`src/rtl/rv_ctrl_pkg.sv`:
```
// Shared encodings and types for the pipelined RV32I/M control path:
// opcodes, ALU operation codes, immediate formats and writeback source selects.
package rv_ctrl_pkg;

    localparam logic [6:0] OP_R      = 7'b0110011;
    localparam logic [6:0] OP_I      = 7'b0010011;
    localparam logic [6:0] OP_LOAD   = 7'b0000011;
    localparam logic [6:0] OP_STORE  = 7'b0100011;
    localparam logic [6:0] OP_BRANCH = 7'b1100011;
    localparam logic [6:0] OP_JAL    = 7'b1101111;
    localparam logic [6:0] OP_JALR   = 7'b1100111;
    localparam logic [6:0] OP_LUI    = 7'b0110111;
    localparam logic [6:0] OP_AUIPC  = 7'b0010111;

    localparam logic [6:0] F7_BASE   = 7'b0000000;
    localparam logic [6:0] F7_ALT    = 7'b0100000;
    localparam logic [6:0] F7_MULDIV = 7'b0000001;

    localparam int ALU_W = 4;
    localparam logic [ALU_W-1:0] ALU_ADD   = 4'd0;
    localparam logic [ALU_W-1:0] ALU_SUB   = 4'd1;
    localparam logic [ALU_W-1:0] ALU_AND   = 4'd2;
    localparam logic [ALU_W-1:0] ALU_OR    = 4'd3;
    localparam logic [ALU_W-1:0] ALU_XOR   = 4'd4;
    localparam logic [ALU_W-1:0] ALU_SLT   = 4'd5;
    localparam logic [ALU_W-1:0] ALU_SLTU  = 4'd6;
    localparam logic [ALU_W-1:0] ALU_SLL   = 4'd7;
    localparam logic [ALU_W-1:0] ALU_SRL   = 4'd8;
    localparam logic [ALU_W-1:0] ALU_SRA   = 4'd9;
    localparam logic [ALU_W-1:0] ALU_PASSB = 4'd10;

    localparam logic [2:0] IMM_I = 3'b000;
    localparam logic [2:0] IMM_S = 3'b001;
    localparam logic [2:0] IMM_B = 3'b010;
    localparam logic [2:0] IMM_J = 3'b011;
    localparam logic [2:0] IMM_U = 3'b100;

    localparam logic [1:0] WB_ALU = 2'b00;
    localparam logic [1:0] WB_MEM = 2'b01;
    localparam logic [1:0] WB_PC4 = 2'b10;

    // An all-zero bundle is a bubble.
    typedef struct packed {
        logic             reg_write;
        logic             mem_read;
        logic             mem_write;
        logic             branch;
        logic             jump;
        logic             alu_src;
        logic             mdu_valid;
        logic             illegal;
        logic [ALU_W-1:0] alu_ctrl;
        logic [1:0]       mem_to_reg;
        logic [2:0]       mdu_op;
    } ctrl_t;

    typedef enum logic [1:0] {MDU_IDLE, MDU_ISSUE, MDU_WAIT} mdu_state_t;

    // Shared funct3 -> ALU mapping for the non-alternate R and I forms.
    function automatic logic [ALU_W-1:0] alu_from_funct3(input logic [2:0] f3);
        case (f3)
            3'b000:  return ALU_ADD;
            3'b001:  return ALU_SLL;
            3'b010:  return ALU_SLT;
            3'b011:  return ALU_SLTU;
            3'b100:  return ALU_XOR;
            3'b101:  return ALU_SRL;
            3'b110:  return ALU_OR;
            default: return ALU_AND;
        endcase
    endfunction

endpackage

```
`src/rtl/rv_ctrl_decoder.sv`:
```
// Combinational ID-stage decode of op/funct3/funct7 into the control bundle.
// Illegal encodings collapse to a bubble with only the illegal flag set.
module rv_ctrl_decoder
    import rv_ctrl_pkg::*;
#(
    parameter int M_EXT = 1
) (
    input  logic [6:0] op,
    input  logic [2:0] funct3,
    input  logic [6:0] funct7,
    output ctrl_t      ctrl,
    output logic [2:0] imm_src
);

    logic illegal;

    always_comb begin
        ctrl    = '0;
        imm_src = IMM_I;
        illegal = 1'b0;
        case (op)
            OP_R: begin
                ctrl.reg_write = 1'b1;
                if (funct7 == F7_MULDIV) begin
                    if (M_EXT != 0) begin
                        ctrl.mdu_valid = 1'b1;
                        ctrl.mdu_op    = funct3;
                    end else begin
                        illegal = 1'b1;
                    end
                end else if (funct7 == F7_BASE) begin
                    ctrl.alu_ctrl = alu_from_funct3(funct3);
                end else if (funct7 == F7_ALT && funct3 == 3'b000) begin
                    ctrl.alu_ctrl = ALU_SUB;
                end else if (funct7 == F7_ALT && funct3 == 3'b101) begin
                    ctrl.alu_ctrl = ALU_SRA;
                end else begin
                    illegal = 1'b1;
                end
            end
            OP_I: begin
                ctrl.reg_write = 1'b1;
                ctrl.alu_src   = 1'b1;
                ctrl.alu_ctrl  = alu_from_funct3(funct3);
                // Only the shift forms constrain funct7; elsewhere it is immediate bits.
                if (funct3 == 3'b001 && funct7 != F7_BASE) begin
                    illegal = 1'b1;
                end else if (funct3 == 3'b101) begin
                    if (funct7 == F7_ALT) ctrl.alu_ctrl = ALU_SRA;
                    else if (funct7 != F7_BASE) illegal = 1'b1;
                end
            end
            OP_LOAD: begin
                ctrl.reg_write  = 1'b1;
                ctrl.mem_read   = 1'b1;
                ctrl.alu_src    = 1'b1;
                ctrl.mem_to_reg = WB_MEM;
                illegal = (funct3 == 3'b011) || (funct3 == 3'b110) || (funct3 == 3'b111);
            end
            OP_STORE: begin
                ctrl.mem_write = 1'b1;
                ctrl.alu_src   = 1'b1;
                imm_src        = IMM_S;
                illegal        = (funct3 > 3'b010);
            end
            OP_BRANCH: begin
                ctrl.branch   = 1'b1;
                ctrl.alu_ctrl = ALU_SUB;
                imm_src       = IMM_B;
                illegal       = (funct3 == 3'b010) || (funct3 == 3'b011);
            end
            OP_JAL: begin
                ctrl.reg_write  = 1'b1;
                ctrl.jump       = 1'b1;
                ctrl.mem_to_reg = WB_PC4;
                imm_src         = IMM_J;
            end
            OP_JALR: begin
                ctrl.reg_write  = 1'b1;
                ctrl.jump       = 1'b1;
                ctrl.alu_src    = 1'b1;
                ctrl.mem_to_reg = WB_PC4;
                illegal         = (funct3 != 3'b000);
            end
            OP_LUI: begin
                ctrl.reg_write = 1'b1;
                ctrl.alu_src   = 1'b1;
                ctrl.alu_ctrl  = ALU_PASSB;
                imm_src        = IMM_U;
            end
            OP_AUIPC: begin
                ctrl.reg_write = 1'b1;
                ctrl.alu_src   = 1'b1;
                imm_src        = IMM_U;
            end
            default: illegal = 1'b1;
        endcase
        if (illegal) begin
            ctrl         = '0;
            ctrl.illegal = 1'b1;
        end
    end

endmodule

```
`src/rtl/pipe_control_unit.sv`:
```
// Pipelined control: decoded bundle flows ID/EX -> EX/MEM -> MEM/WB, with a
// small FSM that launches M ops on the MDU and holds EX until the result is back.
module pipe_control_unit
    import rv_ctrl_pkg::*;
#(
    parameter int M_EXT      = 1,
    parameter int ALU_CTRL_W = 4
) (
    input  logic                  clk,
    input  logic                  rst,
    input  logic [6:0]            op,
    input  logic [2:0]            funct3,
    input  logic [6:0]            funct7,
    input  logic                  stall_id,
    input  logic                  flush_ex,
    input  logic                  mdu_done,
    output logic [2:0]            id_ImmSrc,
    output logic                  ex_ALUSrc,
    output logic                  ex_Branch,
    output logic                  ex_Jump,
    output logic [ALU_CTRL_W-1:0] ex_ALU_Control,
    output logic [2:0]            ex_mdu_op,
    output logic                  mdu_start,
    output logic                  stall_req,
    output logic                  ex_illegal,
    output logic                  mem_MemRead,
    output logic                  mem_MemWrite,
    output logic                  wb_RegWrite,
    output logic [1:0]            wb_Mem_to_Reg
);

    ctrl_t      id_ctrl;
    ctrl_t      idex_q, idex_d;
    logic       exmem_reg_write_q, exmem_reg_write_d;
    logic       exmem_mem_read_q, exmem_mem_read_d;
    logic       exmem_mem_write_q, exmem_mem_write_d;
    logic [1:0] exmem_mem_to_reg_q, exmem_mem_to_reg_d;
    logic       memwb_reg_write_q, memwb_reg_write_d;
    logic [1:0] memwb_mem_to_reg_q, memwb_mem_to_reg_d;
    mdu_state_t state_q, state_d;
    logic       idex_load;
    logic       m_launch;

    rv_ctrl_decoder #(.M_EXT(M_EXT)) u_dec (
        .op      (op),
        .funct3  (funct3),
        .funct7  (funct7),
        .ctrl    (id_ctrl),
        .imm_src (id_ImmSrc)
    );

    assign stall_req = (state_q != MDU_IDLE) && !mdu_done;
    assign mdu_start = (state_q == MDU_ISSUE) && idex_q.mdu_valid;
    assign idex_load = !stall_req && !flush_ex && !stall_id;
    assign m_launch  = idex_load && id_ctrl.mdu_valid;

    always_comb begin
        idex_d = idex_q;
        // A branch cannot resolve while EX holds an M op, so flush is moot under stall.
        if (!stall_req) begin
            idex_d = idex_load ? id_ctrl : '0;
        end

        exmem_reg_write_d  = 1'b0;
        exmem_mem_read_d   = 1'b0;
        exmem_mem_write_d  = 1'b0;
        exmem_mem_to_reg_d = WB_ALU;
        if (!stall_req) begin
            exmem_reg_write_d  = idex_q.reg_write;
            exmem_mem_read_d   = idex_q.mem_read;
            exmem_mem_write_d  = idex_q.mem_write;
            exmem_mem_to_reg_d = idex_q.mem_to_reg;
        end

        memwb_reg_write_d  = exmem_reg_write_q;
        memwb_mem_to_reg_d = exmem_mem_to_reg_q;
    end

    always_comb begin
        state_d = state_q;
        case (state_q)
            MDU_IDLE:  if (m_launch) state_d = MDU_ISSUE;
            MDU_ISSUE, MDU_WAIT: begin
                if (mdu_done) state_d = m_launch ? MDU_ISSUE : MDU_IDLE;
                else          state_d = MDU_WAIT;
            end
            default:   state_d = MDU_IDLE;
        endcase
    end

    always_ff @(posedge clk) begin
        if (!rst) begin
            idex_q             <= '0;
            exmem_reg_write_q  <= 1'b0;
            exmem_mem_read_q   <= 1'b0;
            exmem_mem_write_q  <= 1'b0;
            exmem_mem_to_reg_q <= WB_ALU;
            memwb_reg_write_q  <= 1'b0;
            memwb_mem_to_reg_q <= WB_ALU;
            state_q            <= MDU_IDLE;
        end else begin
            idex_q             <= idex_d;
            exmem_reg_write_q  <= exmem_reg_write_d;
            exmem_mem_read_q   <= exmem_mem_read_d;
            exmem_mem_write_q  <= exmem_mem_write_d;
            exmem_mem_to_reg_q <= exmem_mem_to_reg_d;
            memwb_reg_write_q  <= memwb_reg_write_d;
            memwb_mem_to_reg_q <= memwb_mem_to_reg_d;
            state_q            <= state_d;
        end
    end

    assign ex_ALUSrc      = idex_q.alu_src;
    assign ex_Branch      = idex_q.branch;
    assign ex_Jump        = idex_q.jump;
    assign ex_ALU_Control = ALU_CTRL_W'(idex_q.alu_ctrl);
    assign ex_mdu_op      = idex_q.mdu_op;
    assign ex_illegal     = idex_q.illegal;
    assign mem_MemRead    = exmem_mem_read_q;
    assign mem_MemWrite   = exmem_mem_write_q;
    assign wb_RegWrite    = memwb_reg_write_q;
    assign wb_Mem_to_Reg  = memwb_mem_to_reg_q;

endmodule
```
`config.mk`:
```
export PLATFORM = sky130hd
export DESIGN_NAME = pipe_control_unit
export DESIGN_NICKNAME = d
export VERILOG_FILES = /design/src/rtl/rv_ctrl_pkg.sv /design/src/rtl/rv_ctrl_decoder.sv /design/src/rtl/pipe_control_unit.sv
export SDC_FILE = /design/constraint.sdc
export NUM_CORES = 1
export LEC_CHECK = 0
export ABC_AREA = 1
export CAP_MARGIN = 10
export CORE_MARGIN = 3
export CORE_UTILIZATION = 34
export DETAILED_ROUTE_END_ITERATION = 8
export PLACE_DENSITY = 0.68
export SLEW_MARGIN = 20
export SYNTH_ARGS = -nofsm -noshare
export SYNTH_HDL_FRONTEND = slang
export SYNTH_SLANG_ARGS = --single-unit
```
`constraint.sdc`:
```
create_clock -name clk -period 2.8 [get_ports clk]
set_input_delay 0.84 -clock clk [delete_from_list [all_inputs] [get_ports clk]]
set_output_delay 0.84 -clock clk [all_outputs]
set_load 0.05 [all_outputs]
```
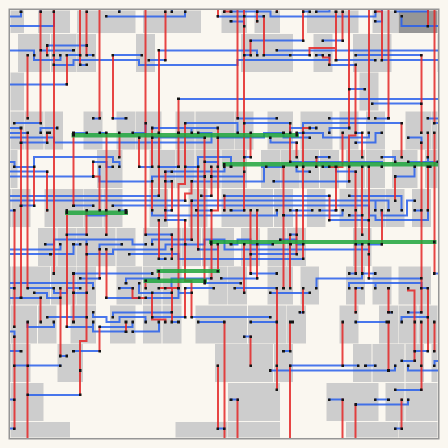
(layout detail)
Region (22, 7) to (52, 37) um. Cells in grey, sequential cells in the stronger grey; small squares are vias.
| layer | colour |
|---|---|
| M2 | red |
| M1 | blue |
| M3 | green |
sequential cells in the window: 0
cells with their middle in the window: 104
most frequent: nand2_1 (31), inv_1 (15)

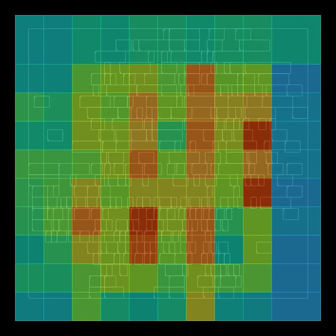
(track usage over the die)
layer with the highest usage: met2
global-route usage over all layers: 0.144
wire per inst: 10.7 um
met3 routing resource usage after global routing: 0.0324
met2 global-route usage: 0.241

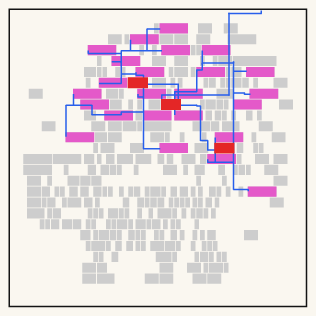
(clock network drawn from the DEF)
Drawn at 4 px/um.
[clock-net drivers] red | count: 3
[clock wires] blue | length: 286 um
[flip-flops] magenta | count: 24
routed clock nets: 4

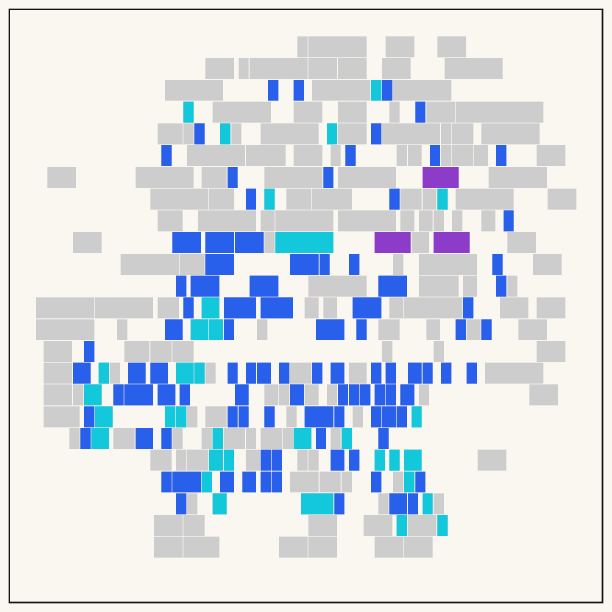
(selected gate families)
Drawn at 8 px/um.
| family | colour | cells |
|---|---|---|
| nand cells | blue | 97 |
| nor cells | cyan | 34 |
| fa/ha/maj cells | purple | 3 |

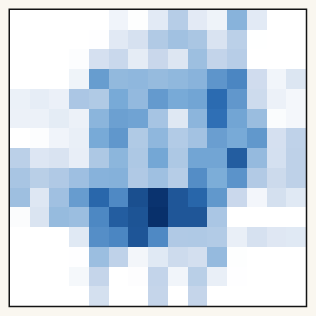
(routed metal per tile)
Drawn at 4 px/um. The die is cut into 15 by 15 equal tiles; white is low, dark blue is high, scaled to the fullest tile. Values are wire area over tile area, all layers added.
nearly empty tiles: 29%
fullest tile: 0.41
tiles over half the peak: 17%
mean over tiles: 0.11
densest ninth of the die: centre

==> what timing repair did <==
item | CTS | global route
pin swaps | 0 | 1
endpoints found under the setup margin | 1 | 3
gates resized | 1 | 5
==> power by group <==
part           internal, mW  switching (mW)
sequential            0.343         0.00116
clock                 0.191           0.109
combinational        0.0575          0.0715
total                 0.592           0.182
==> layout by cell type (no fill, tap or decap), types with 2 or more instances in the layout <==
| cell | synthesis | layout |
|---|---|---|
| sky130_fd_sc_hd__a211oi_1 | 2 | 2 |
| sky130_fd_sc_hd__o21ai_0 | 4 | 3 |
| sky130_fd_sc_hd__dlymetal6s2s_1 | 0 | 2 |
| sky130_fd_sc_hd__nand2_4 | 2 | 2 |
| sky130_fd_sc_hd__nand3_1 | 10 | 10 |
| sky130_fd_sc_hd__nand2_1 | 66 | 65 |
| sky130_fd_sc_hd__nand2_2 | 6 | 7 |
| sky130_fd_sc_hd__clkinv_1 | 2 | 2 |
| sky130_fd_sc_hd__buf_4 | 7 | 13 |
| sky130_fd_sc_hd__nor2_1 | 22 | 21 |
| sky130_fd_sc_hd__inv_1 | 33 | 32 |
| sky130_fd_sc_hd__buf_12 | 0 | 4 |
| sky130_fd_sc_hd__a21oi_1 | 12 | 12 |
| sky130_fd_sc_hd__nand3_2 | 13 | 13 |
| sky130_fd_sc_hd__nor2_2 | 7 | 8 |
| sky130_fd_sc_hd__clkdlybuf4s50_1 | 0 | 36 |
| sky130_fd_sc_hd__clkbuf_8 | 0 | 3 |
| sky130_fd_sc_hd__a21oi_2 | 6 | 6 |
| sky130_fd_sc_hd__inv_2 | 6 | 7 |
| sky130_fd_sc_hd__nor3_1 | 3 | 3 |
| sky130_fd_sc_hd__dfxtp_1 | 24 | 24 |
| sky130_fd_sc_hd__ha_1 | 3 | 3 |
==> run summary <==
Notes on the flow run.

- The clock distribution area overhead in the final layout is 0.0322, for reference.
- Tap insertion was completed with approximately 52 tapcells.
- For this design the static power due to leakage is 0.996 nW.
- Synthesis handed over a netlist of 237 instances.
- The first global-routing pass estimated about 6.2 mm of wire.
- RePlAce ended its routability-driven mode at a weighted congestion of approximately 0.9.
- The number of sinks on the clock net is 24, for reference.
- The mux contribution to synthesized area is 0, for reference.
- The count of clock-net buffers in the final layout is 3, for reference.
- The area fraction in xor and xnor cells is 0, for reference.
- Measured along the x axis, the die boundary spans ~74 um.
- Multi-input combinational cells in the finished layout were counted as around 160.
- The number of synthesis warnings is 0, for reference.
- The area of the synthesized netlist per yosys stat is roughly 1600 um^2, for reference.
- The sequential area share after synthesis is 0.306, for reference.
- The area fraction in full adders, half adders and majority gates is 0.0239, for reference.
- The run finished with clean final reports.
- Walking the worst path, the cells encountered are clkdlybuf4s50_1, nor2_2, nand3_2, o21ai_2, buf_12.
- The worst-case vdd ir drop is 175 uV, for reference.
- The total placed cells including tap cells is around 330, for reference.
- The dominant cell by count in the synthesized netlist is sky130_fd_sc_hd__nand2_1, for reference.
- The setup slack after layout is about 69 ps, for reference.
- Summed over all layers, the global routing overflow is 0.
- In this run the count of I/O pins placed on the die edge is roughly 43.
- The total of max-cap violations is 0, for reference.
- Together, buffers and inverters on the worst path number 2.
- For reference, the top cells by count after synthesis are sky130_fd_sc_hd__nand2_1, sky130_fd_sc_hd__inv_1, sky130_fd_sc_hd__dfxtp_1.
- The detailed-router iteration count before antenna repair is 4, for reference.
- The detailed placement HPWL is approximately 3.0 mm, for reference.
- The maximum clock rate is between 300 and 400 MHz, for reference.
- The deepest level of the CTS H-tree is 1, for reference.
- The pre-CTS setup slack is -28.3 ps, for reference.
- The post-layout minimum cycle time is between 2000 and 3000 ps, for reference.
- Among all flip-flop cells after synthesis, the most frequent one is sky130_fd_sc_hd__dfxtp_1.
Power figures rest on the tool's default switching activity, not on a simulated workload.
